--- config.mk ---
export PLATFORM = sky130hd
export DESIGN_NAME = coin_pulse_conditioner
export DESIGN_NICKNAME = d
export VERILOG_FILES = /design/src/rtl/coin_pulse_conditioner.sv
export SDC_FILE = /design/constraint.sdc
export NUM_CORES = 1
export LEC_CHECK = 0
export ABC_AREA = 1
export CORE_MARGIN = 10
export CORE_UTILIZATION = 50
export CTS_CLUSTER_DIAMETER = 200
export DETAILED_ROUTE_END_ITERATION = 6
export PLACE_DENSITY = 0.68
export SETUP_SLACK_MARGIN = 0.4
export SLEW_MARGIN = 0
export SYNTH_ARGS = -nofsm -noshare
export SYNTH_HDL_FRONTEND = slang
export SYNTH_SLANG_ARGS = --single-unit
--- constraint.sdc ---
create_clock -name clk -period 3.4 [get_ports clk]
set_input_delay 0.68 -clock clk [delete_from_list [all_inputs] [get_ports clk]]
set_output_delay 0.68 -clock clk [all_outputs]
set_load 0.005 [all_outputs]
--- src/rtl/coin_pulse_conditioner.sv ---
// -----------------------------------------------------------------------------
// coin_pulse_conditioner
//
// Front-end for the vending-machine credit accumulator. Three raw coin-sensor
// levels (1, 2 and 5 rupee chutes) are synchronised and debounced. Each
// debounced 0->1 edge becomes a coin event. Events are queued in a small FIFO
// and leave as registered, single-cycle, at-most-one-hot pulses. The
// accumulator therefore never sees two coins at once. It also never loses a
// coin while it holds accept_en low, unless the queue is full.
//
// Parameters
//   DEBOUNCE_CYCLES  consecutive disagreeing cycles before a level is accepted
//                    (2..255)
//   FIFO_DEPTH       event queue entries (power of two, >= 2)
//
// Ports
//   clk              clock, rising edge
//   reset            asynchronous, active-high reset
//   coin_raw_1/2/5   raw asynchronous sensor levels, high while a coin passes
//   accept_en        downstream can take a coin this cycle
//   clear_overflow   clears the sticky overflow flag (a same-cycle drop wins)
//   one_rupee        registered one-cycle coin pulse (1 rupee)
//   two_rupees       registered one-cycle coin pulse (2 rupees)
//   five_rupees      registered one-cycle coin pulse (5 rupees)
//   pending          current FIFO occupancy
//   overflow         sticky: at least one event was dropped
//   drop_count       saturating count of dropped events
//                    (only when COIN_DROP_COUNT_EN is defined)
//
// Build option
//   COIN_DROP_COUNT_EN  adds the drop_count port and its 8-bit counter
// -----------------------------------------------------------------------------
module coin_pulse_conditioner #(
    parameter int DEBOUNCE_CYCLES = 16,
    parameter int FIFO_DEPTH      = 4
) (
    input  logic                          clk,
    input  logic                          reset,
    input  logic                          coin_raw_1,
    input  logic                          coin_raw_2,
    input  logic                          coin_raw_5,
    input  logic                          accept_en,
    input  logic                          clear_overflow,
    output logic                          one_rupee,
    output logic                          two_rupees,
    output logic                          five_rupees,
    output logic [$clog2(FIFO_DEPTH):0]   pending,
    output logic                          overflow
`ifdef COIN_DROP_COUNT_EN
    ,
    output logic [7:0]                    drop_count
`endif
);

    localparam int AW = $clog2(FIFO_DEPTH);      // pointer width
    localparam int PW = $clog2(FIFO_DEPTH) + 1;  // occupancy width

    localparam logic [PW-1:0] DEPTH_P  = PW'(FIFO_DEPTH);
    localparam logic [7:0]    CNT_LAST = 8'(DEBOUNCE_CYCLES - 1);

    // Queue entry encoding. COIN_NONE is never written into the queue. It only
    // fills unused event slots.
    typedef enum logic [1:0] {
        COIN_NONE = 2'd0,
        COIN_1    = 2'd1,
        COIN_2    = 2'd2,
        COIN_5    = 2'd3
    } coin_e;

    // Channel index: 0 = 1 rupee, 1 = 2 rupees, 2 = 5 rupees.
    logic [2:0] w_raw;
    assign w_raw = {coin_raw_5, coin_raw_2, coin_raw_1};

    // -------------------------------------------------------------------------
    // Two-flop synchroniser per channel
    // -------------------------------------------------------------------------
    logic [2:0] r_sync_meta;
    logic [2:0] r_sync;

    // NOTE: clocked state uses non-blocking (<=) assignments only. Every flop
    //       then samples pre-edge values, whatever the order of the processes.
    always_ff @(posedge clk or posedge reset) begin
        if (reset) begin
            r_sync_meta <= '0;
            r_sync      <= '0;
        end else begin
            r_sync_meta <= w_raw;
            r_sync      <= r_sync_meta;
        end
    end

    // -------------------------------------------------------------------------
    // Debounce: the stable level follows the synchronised level only after
    // DEBOUNCE_CYCLES consecutive disagreeing edges. Any agreement restarts
    // the count.
    // -------------------------------------------------------------------------
    logic [2:0] r_stable;
    logic [2:0] r_stable_d;
    logic [7:0] r_db_cnt [3];

    always_ff @(posedge clk or posedge reset) begin
        if (reset) begin
            r_stable   <= '0;
            r_stable_d <= '0;
            r_db_cnt   <= '{default: 8'd0};
        end else begin
            r_stable_d <= r_stable;
            for (int ch = 0; ch < 3; ch++) begin
                if (r_sync[ch] == r_stable[ch]) begin
                    r_db_cnt[ch] <= 8'd0;
                end else if (r_db_cnt[ch] == CNT_LAST) begin
                    // This is the D-th disagreeing edge, so accept the new level.
                    r_stable[ch] <= r_sync[ch];
                    r_db_cnt[ch] <= 8'd0;
                end else begin
                    r_db_cnt[ch] <= r_db_cnt[ch] + 8'd1;
                end
            end
        end
    end

    // A coin event is one cycle of "stable is high now but was low last
    // cycle". The event is written into the queue on the following edge.
    logic [2:0] w_rise;
    assign w_rise = r_stable & ~r_stable_d;

    // -------------------------------------------------------------------------
    // Event queue
    // -------------------------------------------------------------------------
    coin_e         r_mem [FIFO_DEPTH];
    logic [AW-1:0] r_wr;
    logic [AW-1:0] r_rd;
    logic [PW-1:0] r_pending;
    logic          r_one;
    logic          r_two;
    logic          r_five;
    logic          r_overflow;

    // Same-cycle events are packed into consecutive slots in priority order
    // 5, 2, 1. Slot 3 is never filled. It exists so that the running index
    // can never point outside the array.
    coin_e         w_ev_slot [4];
    logic [1:0]    w_ev_num;
    logic          w_pop;
    logic [PW-1:0] w_free;
    logic [1:0]    w_accept;
    logic [1:0]    w_drop;

    // NOTE: every signal driven here gets a default first. No path can leave
    //       a signal unassigned, so no latch is inferred.
    always_comb begin
        w_ev_slot = '{default: COIN_NONE};
        w_ev_num  = 2'd0;
        w_accept  = 2'd0;

        if (w_rise[2]) begin
            w_ev_slot[w_ev_num] = COIN_5;
            w_ev_num            = w_ev_num + 2'd1;
        end
        if (w_rise[1]) begin
            w_ev_slot[w_ev_num] = COIN_2;
            w_ev_num            = w_ev_num + 2'd1;
        end
        if (w_rise[0]) begin
            w_ev_slot[w_ev_num] = COIN_1;
            w_ev_num            = w_ev_num + 2'd1;
        end

        // A pop in the same cycle frees its slot for an incoming event.
        w_pop  = accept_en && (r_pending != '0);
        w_free = DEPTH_P - r_pending + PW'(w_pop);

        // Events beyond the free space fall off the low-priority end of the
        // packed list. When they do, free < 3, so it fits in two bits.
        if (int'(w_ev_num) <= int'(w_free)) begin
            w_accept = w_ev_num;
        end else begin
            w_accept = w_free[1:0];
        end
        w_drop = w_ev_num - w_accept;
    end

    // NOTE: the queue storage is reset together with the rest of the block.
    //       It is only a few bits, and resetting it keeps X out of simulation
    //       after any reset, including one asserted mid-operation.
    always_ff @(posedge clk or posedge reset) begin
        if (reset) begin
            r_mem     <= '{default: COIN_NONE};
            r_wr      <= '0;
            r_rd      <= '0;
            r_pending <= '0;
            r_one     <= 1'b0;
            r_two     <= 1'b0;
            r_five    <= 1'b0;
        end else begin
            for (int k = 0; k < 3; k++) begin
                if (k < int'(w_accept)) begin
                    r_mem[r_wr + AW'(k)] <= w_ev_slot[k];
                end
            end
            // Pointers wrap naturally because the depth is a power of two.
            r_wr      <= r_wr + AW'(w_accept);
            r_pending <= r_pending + PW'(w_accept) - PW'(w_pop);

            // The pulse comes from the head entry only. There is no bypass,
            // and all outputs are low in any cycle without a pop.
            r_one  <= w_pop && (r_mem[r_rd] == COIN_1);
            r_two  <= w_pop && (r_mem[r_rd] == COIN_2);
            r_five <= w_pop && (r_mem[r_rd] == COIN_5);
            if (w_pop) begin
                r_rd <= r_rd + AW'(1);
            end
        end
    end

    // -------------------------------------------------------------------------
    // Sticky overflow: a drop in the same cycle beats clear_overflow.
    // -------------------------------------------------------------------------
    always_ff @(posedge clk or posedge reset) begin
        if (reset) begin
            r_overflow <= 1'b0;
        end else if (w_drop != 2'd0) begin
            r_overflow <= 1'b1;
        end else if (clear_overflow) begin
            r_overflow <= 1'b0;
        end
    end

`ifdef COIN_DROP_COUNT_EN
    // -------------------------------------------------------------------------
    // Saturating drop counter. It adds 0..3 per cycle, and only reset clears it.
    // -------------------------------------------------------------------------
    logic [7:0] r_drop_count;
    logic [8:0] w_drop_sum;

    assign w_drop_sum = {1'b0, r_drop_count} + {7'd0, w_drop};

    always_ff @(posedge clk or posedge reset) begin
        if (reset) begin
            r_drop_count <= 8'd0;
        end else if (w_drop_sum[8]) begin
            r_drop_count <= 8'hFF;
        end else begin
            r_drop_count <= w_drop_sum[7:0];
        end
    end

    assign drop_count = r_drop_count;
`endif

    assign one_rupee   = r_one;
    assign two_rupees  = r_two;
    assign five_rupees = r_five;
    assign pending     = r_pending;
    assign overflow    = r_overflow;

endmodule
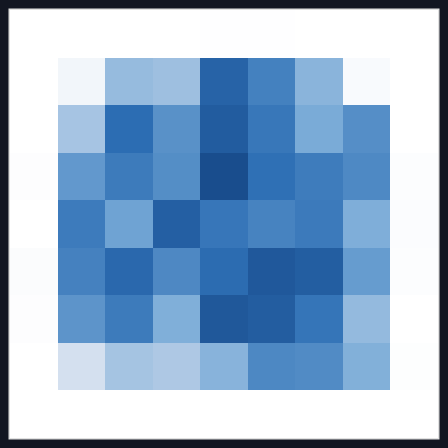
**Above:** cell area per tile.
The die is cut into 9 by 9 equal tiles; white is low, dark blue is high, 0 to 100% covered.
mean over tiles: 36%
nearly empty tiles: 38%
tiles over 75% full: 14%
fullest tile: 88%
densest ninth of the die: middle
final core occ: 61.2%
core region area: 5470 sq um
fp_density: 51.1%

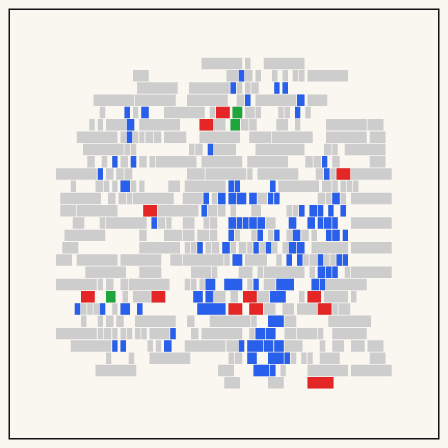
**Above:** selected gate families.
[green] AND and OR gates | cells: 3
[blue] NAND gates | cells: 98
[red] XOR/XNOR gates | cells: 12

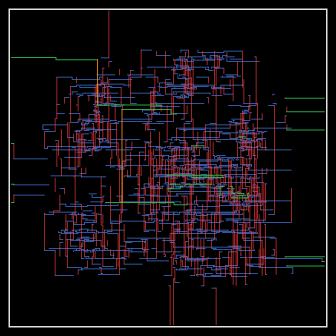
**Above:** wiring by layer.
[green] met3 | wire length: 214 um
[red] met2 | wire length: 2400 um
[blue] met1 | wire length: 2410 um
[orange] met4 | wire length: 41.5 um

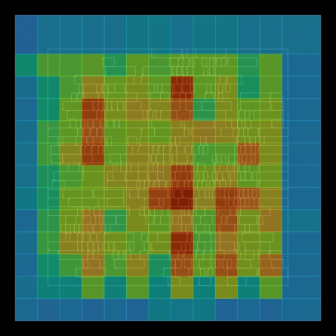
**Above:** track usage over the die.
routing usage on met2: 19.9%
WL/cell: 11.3 um
M1 GR Usage: 14.4%
most heavily used metal layer in global routing: met2
Total GRT Usage: 11.8%

==> results.py <==
# Flow results
metrics = {
    "drt": {
        "met3_length_um": 213,
        "vias": 2184,
        "drt_iter0_drc": 73,
        "topRoutingLayerUsed": "met4",
        "dr.pass1.iters": 4,
    },
    "run_status": {
        "status": "completed",
    },
    "sta": {
        "hold_violations": 0,
        "min_period_ns": 2.85,
        "fmax_mhz": 351,
    },
    "yosys": {
        "edf_count": 0,
        "mux_share_pct": 0.403,
        "syn_area_sq_um": 2800,
        "synth-simple-area-share_pct": 26.5,
        "ys_ff": 55,
        "seq_area_frac_synth_pct": 49.2,
    },
    "worst_setup_path": {
        "startpoint": "accept_en",
        "cpPeakStageDelay_ns": 0.36,
        "cp_slowest_cell": "fa_2",
        "start_kind": "primary input",
        "ff2ff_setup_slack_ns": 0.55,
    },
    "global_routing": {
        "grt_pass1_wl_um": 8690,
        "grt_antenna_before_repair": 0,
        "grt_pass1_vias": 2078,
    },
    "pwr": {
        "p_clk_share_pct": 22.7,
        "total_power_w": 0.00189,
        "seq_power_w": 0.000808,
        "ir_drop_v": 0.000287,
    },
    "place": {
        "place_area_sq_um": 3070,
        "gp_congestion": 0.935,
    },
    "layout": {
        "top_regs": "r_db_cnt: 24 flops, r_mem: 8 flops",
        "antenna-diode-count": 0,
        "nNonClkBuffers": 29,
        "inv_count": 59,
        "fillers": 483,
    },
    "clock_tree": {
        "cts_setup_buffers": 7,
        "h-tree-depth": 2,
        "clockRootBuffer": "clkbuf_8",
        "cts_resized": 22,
    },
    "flow_run": {
        "drv_cap": 0,
    },
    "worst_hold_path": {
        "min_path_cells": 0,
    },
}
Power and IR drop assume default switching activity.
